$ cat config.mk
export PLATFORM = sky130hd
export DESIGN_NAME = lc2k_multicycle_ctrl_flat
export DESIGN_NICKNAME = d
export VERILOG_FILES = /design/src/rtl/lc2k_pkg.sv /design/src/rtl/lc2k_multicycle_ctrl_if.sv /design/src/rtl/lc2k_wait_timer.sv /design/src/rtl/lc2k_multicycle_ctrl.sv /design/src/flat_wrapper.sv
export SDC_FILE = /design/constraint.sdc
export NUM_CORES = 1
export LEC_CHECK = 0
export ABC_CLOCK_PERIOD_IN_PS = 2500
export CORE_ASPECT_RATIO = 0.8
export CORE_MARGIN = 2
export CORE_UTILIZATION = 53
export DETAILED_ROUTE_END_ITERATION = 6
export PLACE_DENSITY = 0.91
export SLEW_MARGIN = 20
export SYNTH_ARGS = -nofsm -noshare
export SYNTH_HDL_FRONTEND = slang
export SYNTH_HIERARCHICAL = 1
export SYNTH_SLANG_ARGS = --single-unit
$ cat constraint.sdc
create_clock -name clk -period 2.5 [get_ports clk]
set_input_delay 0.375 -clock clk [delete_from_list [all_inputs] [get_ports clk]]
set_output_delay 0.375 -clock clk [all_outputs]
set_load 0.05 [all_outputs]
$ cat src/rtl/lc2k_pkg.sv
// lc2k_pkg: shared opcode, sequencer state and datapath mux encodings for the LC2K multi-cycle core.
package lc2k_pkg;
   localparam logic [2:0] OP_ADD  = 3'd0;
   localparam logic [2:0] OP_NOR  = 3'd1;
   localparam logic [2:0] OP_LW   = 3'd2;
   localparam logic [2:0] OP_SW   = 3'd3;
   localparam logic [2:0] OP_BEQ  = 3'd4;
   localparam logic [2:0] OP_JALR = 3'd5;
   localparam logic [2:0] OP_HALT = 3'd6;
   localparam logic [2:0] OP_NOOP = 3'd7;
   localparam logic [1:0] PC_INC  = 2'd0;
   localparam logic [1:0] PC_OFS  = 2'd1;
   localparam logic [1:0] PC_REGA = 2'd2;
   localparam logic [1:0] WD_ALU  = 2'd0;
   localparam logic [1:0] WD_MEM  = 2'd1;
   localparam logic [1:0] WD_PC1  = 2'd2;
   typedef enum logic [2:0] {S_FETCH, S_DECODE, S_EXEC, S_MEM, S_WB, S_HALTED, S_ERROR} state_t;
endpackage

$ cat src/rtl/lc2k_multicycle_ctrl_if.sv
// lc2k_multicycle_ctrl_if: status inputs and datapath/memory strobes between sequencer and datapath.
interface lc2k_multicycle_ctrl_if #(parameter int CNT_W = 32);
   logic [2:0] opcode;
   logic alu_eq, mem_ready;
   logic mem_req, mem_we, mem_addr_sel, ir_load, pc_load;
   logic [1:0] pc_sel;
   logic reg_write_en, write_reg_sel;
   logic [1:0] write_data_sel;
   logic alu_b_sel, alu_op, halted, error;
   logic [CNT_W-1:0] retired;
   modport master(
      input opcode, alu_eq, mem_ready,
      output mem_req, mem_we, mem_addr_sel, ir_load, pc_load, pc_sel, reg_write_en,
             write_reg_sel, write_data_sel, alu_b_sel, alu_op, halted, error, retired
   );
   modport slave(
      output opcode, alu_eq, mem_ready,
      input mem_req, mem_we, mem_addr_sel, ir_load, pc_load, pc_sel, reg_write_en,
            write_reg_sel, write_data_sel, alu_b_sel, alu_op, halted, error, retired
   );
endinterface

$ cat src/rtl/lc2k_wait_timer.sv
// lc2k_wait_timer: memory wait counter; tc flags the last tolerated non-ready cycle.
module lc2k_wait_timer #(parameter int MAX_WAIT = 255) (
   input  logic clk,
   input  logic rst,
   input  logic clr,
   input  logic inc,
   output logic tc
);
   localparam logic [15:0] LAST = 16'(MAX_WAIT - 1);
   logic [15:0] cnt;
   always_ff @(posedge clk)
      if (rst || clr) cnt <= '0;
      else if (inc) cnt <= cnt + 16'd1;
   assign tc = cnt == LAST;
endmodule

$ cat src/rtl/lc2k_multicycle_ctrl.sv
// lc2k_multicycle_ctrl: FETCH/DECODE/EXEC/MEM/WB sequencer driving LC2K datapath strobes over one shared memory.
module lc2k_multicycle_ctrl
   import lc2k_pkg::*;
#(
   parameter int MAX_WAIT = 255,
   parameter int CNT_W = 32
) (
   input logic clk,
   input logic reset,
   lc2k_multicycle_ctrl_if.master bus
);
   state_t state;
   logic [CNT_W-1:0] count;
   logic tc, waiting, is_alu, is_mem, is_sw, is_lw;
   assign waiting = state == S_FETCH || state == S_MEM;
   assign is_alu = bus.opcode == OP_ADD || bus.opcode == OP_NOR;
   assign is_lw = bus.opcode == OP_LW;
   assign is_sw = bus.opcode == OP_SW;
   assign is_mem = is_lw || is_sw;
   lc2k_wait_timer #(.MAX_WAIT(MAX_WAIT)) u_timer (
      .clk(clk),
      .rst(reset),
      .clr(!waiting || bus.mem_ready),
      .inc(waiting && !bus.mem_ready),
      .tc(tc)
   );
   always_ff @(posedge clk)
      if (reset) begin
         state <= S_FETCH;
         count <= '0;
      end else begin
         if (bus.pc_load) count <= count + 1'b1;
         case (state)
            S_FETCH:  state <= bus.mem_ready ? S_DECODE : tc ? S_ERROR : S_FETCH;
            S_DECODE: state <= S_EXEC;
            S_EXEC:   state <= is_alu ? S_WB : is_mem ? S_MEM : bus.opcode == OP_HALT ? S_HALTED : S_FETCH;
            S_MEM:    state <= bus.mem_ready ? (is_sw ? S_FETCH : S_WB) : tc ? S_ERROR : S_MEM;
            S_WB:     state <= S_FETCH;
            default:  state <= state;
         endcase
      end
   assign bus.retired = reset ? '0 : count;
   // Strobes are gated to zero for the whole reset cycle, aborting any access in flight.
   always_comb begin
      bus.mem_req = 1'b0;
      bus.mem_we = 1'b0;
      bus.mem_addr_sel = 1'b0;
      bus.ir_load = 1'b0;
      bus.pc_load = 1'b0;
      bus.pc_sel = PC_INC;
      bus.reg_write_en = 1'b0;
      bus.write_reg_sel = 1'b0;
      bus.write_data_sel = WD_ALU;
      bus.alu_b_sel = 1'b0;
      bus.alu_op = 1'b0;
      bus.halted = 1'b0;
      bus.error = 1'b0;
      if (!reset)
         case (state)
            S_FETCH: begin
               bus.mem_req = 1'b1;
               bus.ir_load = bus.mem_ready;
            end
            S_EXEC: begin
               bus.alu_b_sel = is_mem;
               bus.alu_op = bus.opcode == OP_NOR;
               bus.pc_load = !(is_alu || is_mem);
               bus.pc_sel = bus.opcode == OP_BEQ ? (bus.alu_eq ? PC_OFS : PC_INC)
                          : bus.opcode == OP_JALR ? PC_REGA : PC_INC;
               bus.reg_write_en = bus.opcode == OP_JALR;
               bus.write_data_sel = bus.opcode == OP_JALR ? WD_PC1 : WD_ALU;
            end
            S_MEM: begin
               bus.mem_req = 1'b1;
               bus.mem_addr_sel = 1'b1;
               bus.alu_b_sel = 1'b1;
               bus.mem_we = is_sw;
               bus.pc_load = bus.mem_ready && is_sw;
            end
            S_WB: begin
               bus.reg_write_en = 1'b1;
               bus.pc_load = 1'b1;
               bus.write_reg_sel = !is_lw;
               bus.write_data_sel = is_lw ? WD_MEM : WD_ALU;
            end
            S_HALTED: bus.halted = 1'b1;
            S_ERROR: begin
               bus.halted = 1'b1;
               bus.error = 1'b1;
            end
            default: ;
         endcase
   end
endmodule
$ cat src/flat_wrapper.sv
// flat-port wrapper written by rule: the top's interface ports become plain ports
module lc2k_multicycle_ctrl_flat import lc2k_pkg::*;
#(
   parameter int MAX_WAIT = 255,
   parameter int CNT_W = 32
)
  (clk, reset, bus_opcode, bus_alu_eq, bus_mem_ready, bus_mem_req, bus_mem_we, bus_mem_addr_sel, bus_ir_load, bus_pc_load, bus_pc_sel, bus_reg_write_en, bus_write_reg_sel, bus_write_data_sel, bus_alu_b_sel, bus_alu_op, bus_halted, bus_error, bus_retired);
  lc2k_multicycle_ctrl_if #(.CNT_W(CNT_W)) bus_i ();
  input logic clk;
  input logic reset;
  input wire logic [$bits(bus_i.opcode)-1:0] bus_opcode;
  input wire logic [$bits(bus_i.alu_eq)-1:0] bus_alu_eq;
  input wire logic [$bits(bus_i.mem_ready)-1:0] bus_mem_ready;
  output wire logic [$bits(bus_i.mem_req)-1:0] bus_mem_req;
  output wire logic [$bits(bus_i.mem_we)-1:0] bus_mem_we;
  output wire logic [$bits(bus_i.mem_addr_sel)-1:0] bus_mem_addr_sel;
  output wire logic [$bits(bus_i.ir_load)-1:0] bus_ir_load;
  output wire logic [$bits(bus_i.pc_load)-1:0] bus_pc_load;
  output wire logic [$bits(bus_i.pc_sel)-1:0] bus_pc_sel;
  output wire logic [$bits(bus_i.reg_write_en)-1:0] bus_reg_write_en;
  output wire logic [$bits(bus_i.write_reg_sel)-1:0] bus_write_reg_sel;
  output wire logic [$bits(bus_i.write_data_sel)-1:0] bus_write_data_sel;
  output wire logic [$bits(bus_i.alu_b_sel)-1:0] bus_alu_b_sel;
  output wire logic [$bits(bus_i.alu_op)-1:0] bus_alu_op;
  output wire logic [$bits(bus_i.halted)-1:0] bus_halted;
  output wire logic [$bits(bus_i.error)-1:0] bus_error;
  output wire logic [$bits(bus_i.retired)-1:0] bus_retired;
  assign bus_i.opcode = bus_opcode;
  assign bus_i.alu_eq = bus_alu_eq;
  assign bus_i.mem_ready = bus_mem_ready;
  assign bus_mem_req = bus_i.mem_req;
  assign bus_mem_we = bus_i.mem_we;
  assign bus_mem_addr_sel = bus_i.mem_addr_sel;
  assign bus_ir_load = bus_i.ir_load;
  assign bus_pc_load = bus_i.pc_load;
  assign bus_pc_sel = bus_i.pc_sel;
  assign bus_reg_write_en = bus_i.reg_write_en;
  assign bus_write_reg_sel = bus_i.write_reg_sel;
  assign bus_write_data_sel = bus_i.write_data_sel;
  assign bus_alu_b_sel = bus_i.alu_b_sel;
  assign bus_alu_op = bus_i.alu_op;
  assign bus_halted = bus_i.halted;
  assign bus_error = bus_i.error;
  assign bus_retired = bus_i.retired;
  lc2k_multicycle_ctrl #(.MAX_WAIT(MAX_WAIT), .CNT_W(CNT_W)) u_core (.clk(clk), .reset(reset), .bus(bus_i));
endmodule
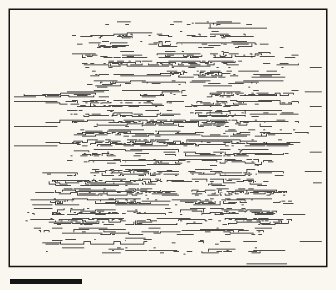
Run 1: the metal 1 layer
The bar under the picture is 20 um long.
share of all routed wire: 45%
nets with wire on the layer: 388
main direction: horizontal

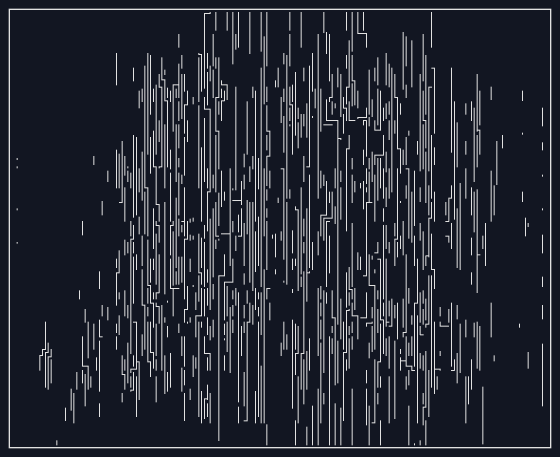
Run 1: met2 routing
main direction: vertical
longest straight run: 35.4 um
routed wire length: 7.09 mm
met2 usage: 35.7%
DR vias: 2812

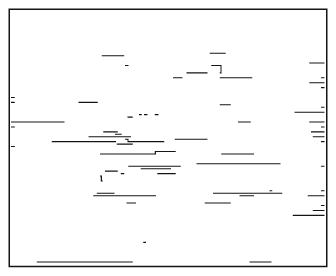
Run 1: the metal 3 layer
main direction: horizontal
share of all routed wire: 4.8%

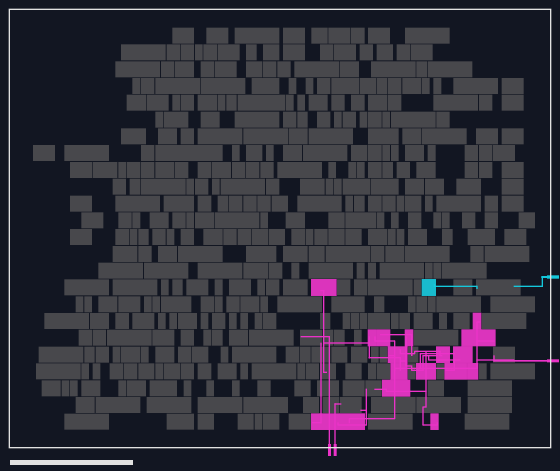
Run 1: wires at chosen ports, followed through buffers
The bar under the picture is 20 um long.
| colour | port | direction | edge | end cells | buffers | wire |
|---|---|---|---|---|---|---|
| magenta | bus_opcode | input | 2 bottom, 1 right | 16 | 5 | 224 um |
| cyan | bus_error | output | right | 1 | 1 | 14.4 um |

==> metrics.cfg, run 1 <==
[setup_path]
critPathTopFamily=buffers and inverters
r2r-end=u_core/u_timer/cnt[15]
path_max_fanout=10
path_depth=5
critical_path.cell_chain=clkdlybuf4s50_1, nand4b_4, o221ai_2, nor2b_2, buf_12
crit_buf_inv=2
crit_path_start_kind=input pin
crit_required_ns=2.12
path_class=input pin to output pin

[pwr]
worst_ir_drop_vdd_mv=0.236
power.group.top=registers
power_density_nw_per_um2=452
pwr-share-seq_pct=49.4
pg_comb_w=0.000308
p_sw_share_pct=27.7
pwr-share-comb_pct=17.9
clkPwrFrac_pct=32.7

[logic_synthesis]
ys_area_um2=2960
ys.flop_type=dfxtp_1
postSynthCellCount=363
ys_async_sr_fraction_pct=0
logic_family=simple AND/OR/NAND/NOR gates
numSynthFlops=51
ys_sh_xor_pct=9.78
yosys_cells=363
edf_count=0
simple_gate_share_pct=40.8
synth_cell_type_count=51
synthTopCellsByCount=nor2_1 (67), dfxtp_1 (51), nor2b_1 (33)
fp_nets=373
yosysSeqAreaShare_pct=34.5
top_area_share_pct=34.5
avgSynthCellArea_um2=8.14

[timing]
period_minus_slack_ns=2.37
timing.final.crit_share_pct=95.0
tightest_slew_ns=0.695
fmax_ghz=0.421
finalMaxSlewViolations=0
slew_headroom_pct=53.3
hold_viol_final=0
tns_ns=0
final-setup-viol-count=0

[clock_network]
cts_tree=done
cts.sinks=51
root_buffer=clkbuf_8
ctsResizeCount=0

[placement]
place_congestion=0.916
place_inst=475
pre_cts_ws_ns=0.0573

[layout]
finalNetCount=427
post-route-util_pct=70.4
layout_top_cells=nor2_1 (67), dfxtp_1 (51), nor2b_1 (32), clkdlybuf4s50_1 (31), xor2_1 (25)

[route]
drtAntennaViolNets=0
wl_per_cell_um=14.7

[status]
status=finished, final reports clean

[run]
maxCapViolCount=0
warnings=27

[worst_hold_path]
hold_depth=2

[global_route]
grt_overflow=0
grt_max_degree=29
grt_pass1_vias=2523
grt_pass1_wl_mm=11.6

[floorplanning]
rows=24

-- run 1: registers in the layout, indices dropped and copies added (netlist names) --
| signal | cells |
|---|---|
| u_core/count | 32 |
| u_core/state | 3 |
| u_core/u_timer/cnt | 16 |
-- run 1: final cells by class --
cell class                 instances  area [um2]
multi-input combinational        284        1830
fill                             402        1600
timing repair buffer              67         741
tap                               65        81.3
clock buffer                       5        68.8
clock inverter                     2        37.5
sequential                        51        1020
inverter                           8        30.0
-- run 1: metal layers --
layer / GRT usage [%] / part of all wire [%] / wire (um)
met1: 31.8 / 45 / 3210
met2: 35.7 / 48 / 3430
met5: 0 / 0 / 0
met4: 9.57 / 1.6 / 111
met3: 3.97 / 4.8 / 341
Run 1, congestion heat map:
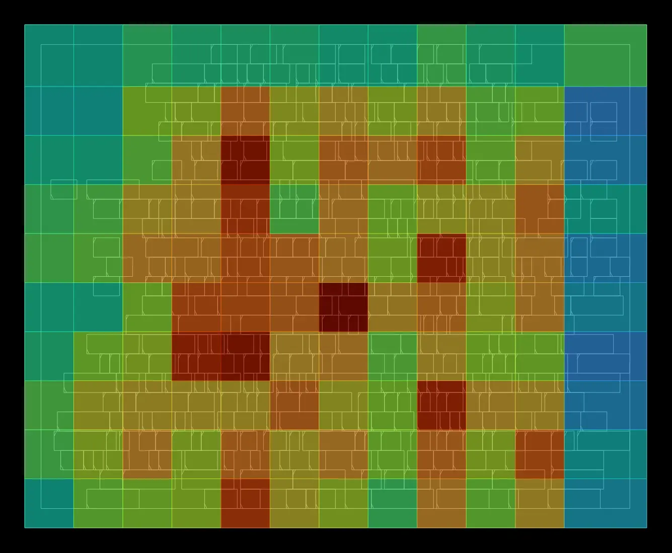

==> run 1 -> run 2 <==
--- a/config.mk
+++ b/config.mk
@@ -8,9 +8,10 @@
 export ABC_CLOCK_PERIOD_IN_PS = 2500
 export CORE_ASPECT_RATIO = 0.8
 export CORE_MARGIN = 2
-export CORE_UTILIZATION = 53
+export CORE_UTILIZATION = 40
 export DETAILED_ROUTE_END_ITERATION = 6
-export PLACE_DENSITY = 0.91
+export HOLD_SLACK_MARGIN = 0.02
+export PLACE_DENSITY = 0.74
 export SLEW_MARGIN = 20
 export SYNTH_ARGS = -nofsm -noshare
 export SYNTH_HDL_FRONTEND = slang
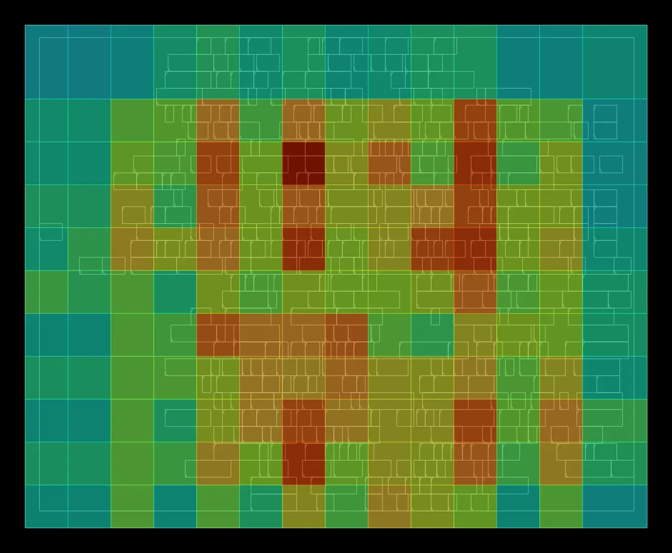
Run 2: congestion heat map
routed len/inst: 13.2 um
met1 global-route usage: 22.7%
gr usage total: 16.7%
met2 usage: 26.8%
grt met3 use: 3.61%

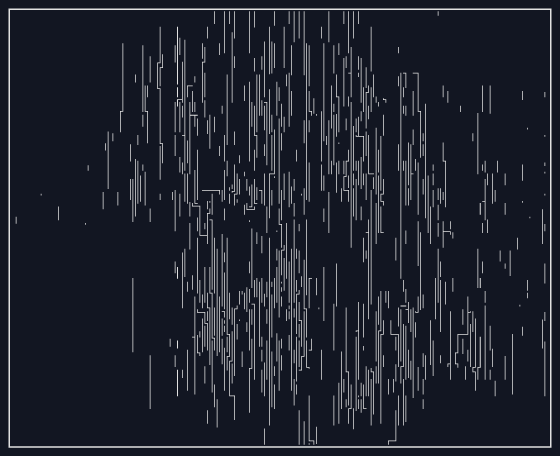
Run 2: met2 routing
wire length on this layer: 2970 um
nets with wire on the layer: 350
main direction: vertical
longest straight run: 38.1 um
share of all routed wire: 44%
DR vias: 2711
routed wire length: 6.73 mm

==> run 2 against run 1 <==
Net effect:
- wire length is 5.1% lower
- power is 5.4% lower
- critical path depth stayed put
- area after synthesis stayed put
- die size is 31% higher
- via count is 3.6% lower
- sequential share of layout area hardly changed
- utilization is 18 points lower
- global-route usage is 6.3 points lower
- critical path type unchanged
- largest power group unchanged
==> metrics.cfg, run 2 <==
[logic_synthesis]
ys.flop_type=dfxtp_1  ; unchanged
ys_async_sr_fraction_pct=0  ; unchanged
numSynthFlops=51  ; unchanged
synthAoiAreaFrac_pct=5.97  ; unchanged
simple_gate_share_pct=40.8  ; unchanged
top_area_share_pct=34.5  ; unchanged
fp_nets=373  ; unchanged
synth_cell_type_count=51  ; unchanged
edf_count=0  ; unchanged
avgSynthCellArea_um2=8.14  ; unchanged
postSynthCellCount=363  ; unchanged
ys_area_um2=2960  ; unchanged
area_leaders=dfxtp_1 (35%), nor2_1 (8.5%), xor2_1 (7.4%), nor2b_1 (7.0%), nand4_1 (5.1%)  ; unchanged
yosys_cells=363  ; unchanged
logic_family=simple AND/OR/NAND/NOR gates  ; unchanged
synthTopCellsByCount=nor2_1 (67), dfxtp_1 (51), nor2b_1 (33)  ; unchanged
yosysSeqAreaShare_pct=34.5  ; unchanged

[pwr]
power.group.top=registers  ; unchanged
pwr-share-seq_pct=52.3  ; was 49.4%
p_sw_share_pct=29.5  ; was 27.7%
clkPwrFrac_pct=29.1  ; was 32.7%
pg_comb_w=0.000302  ; was 0.000308 W
pwr-share-comb_pct=18.6  ; was 17.9%
worst_ir_drop_vdd_mv=0.200  ; was 0.236 mV

[timing]
slew_headroom_pct=57.6  ; was 53.3%
timing.final.crit_share_pct=92.9  ; was 95.0%
whs_ns=0.492  ; was 0.466 ns
finalMaxSlewViolations=0  ; unchanged
hold_viol_final=0  ; unchanged
skew_ns=0.00487  ; was 0.00506 ns
final-setup-viol-count=0  ; unchanged
period_minus_slack_ns=2.32  ; was 2.37 ns
tns_ns=0  ; unchanged
tightest_slew_ns=0.630  ; was 0.695 ns
fmax_ghz=0.430  ; was 0.421 GHz

[layout]
combGateArea_um2=1820  ; was 1830 um2
drive_above_1_share_pct=15.5  ; was 15.1%
layout_top_cells=nor2_1 (67), dfxtp_1 (50), nor2b_1 (33), clkdlybuf4s50_1 (31), xor2_1 (25)  ; was nor2_1 (67), dfxtp_1 (51), nor2b_1 (32), clkdlybuf4s50_1 (31), xor2_1 (25)
ff_latch_area_um2=1020  ; about the same
stdcell_area_um2=3810  ; was 3800 um2
filler_cell_count=678  ; was 402
post-route-util_pct=52.3  ; was 70.4%
reg.largest.list=u_core/count (32), u_core/u_timer/cnt (16), u_core/state (3)  ; unchanged
top_register=u_core/count  ; unchanged
finalNetCount=428  ; was 427
largest_reg_flops=32  ; unchanged

[route]
dr_wl_met3_um=329  ; was 341 um
wl_met1_mm=3.33  ; was 3.21 mm
drtAntennaViolNets=0  ; unchanged
highest-signal-layer=met4  ; unchanged

[run]
maxCapViolCount=0  ; unchanged
warnings=27  ; unchanged

[setup_path]
path_max_fanout=5  ; was 10
crit_buf_inv=2  ; unchanged
crit_required_ns=2.12  ; about the same
path_class=input pin to output pin  ; unchanged
crit_path_start_kind=input pin  ; unchanged
critPathTopFamily=buffers and inverters  ; unchanged
critical_path.cell_chain=clkdlybuf4s50_1, nand4b_4, o221ai_2, nor2b_1, buf_12  ; was clkdlybuf4s50_1, nand4b_4, o221ai_2, nor2b_2, buf_12
cp_slowest_cell=clkdlybuf4s50_1  ; unchanged

[clock_network]
cts_tree=done  ; unchanged
ctsResizeCount=0  ; unchanged
root_buffer=clkbuf_8  ; unchanged
cts.sinks=51  ; unchanged
cts_buffers=5  ; unchanged

[global_route]
grt_pass1_wl_mm=11.1  ; was 11.6 mm
grt_busiest_layer=met2  ; unchanged
grt_overflow=0  ; unchanged
grt_pass1_vias=2418  ; was 2523
grt_max_degree=28  ; was 29

[status]
status=finished, final reports clean  ; unchanged

[placement]
place_inst=501  ; was 475
pre_cts_ws_ns=0.149  ; was 0.0573 ns
place_congestion=0.844  ; was 0.916

[floorplanning]
core_util_floorplan_pct=40.6  ; was 54.7%
rows=28  ; was 24

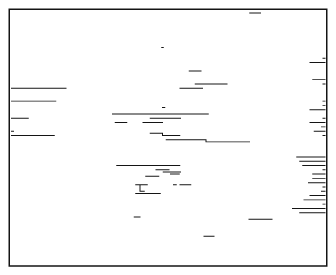
Run 2: the metal 3 layer
share of all routed wire: 4.9%
main direction: horizontal
wire length on this layer: 329 um

## run 2: cell counts after synthesis
Identical to the previous run, type by type.
## run 2: area by class of cell
cell class	instances	share of cell area [%]
multi-input combinational	284	47.8
sequential	51	26.8
timing repair buffer	68	19.3
tap	90	2.95
clock buffer	5	1.81
inverter	8	0.788
clock inverter	3	0.492
## run 2: final timing paths
path	startpoint	endpoint	cells after the start
max	bus_mem_ready	bus_pc_load	5
max reg2reg	u_core/u_timer/cnt[1]	u_core/state[1]	9
min	reset	u_core/count[19]	2
min reg2reg	u_core/u_timer/cnt[1]	u_core/u_timer/cnt[1]	2
Power is estimated from default activity; no workload was simulated.
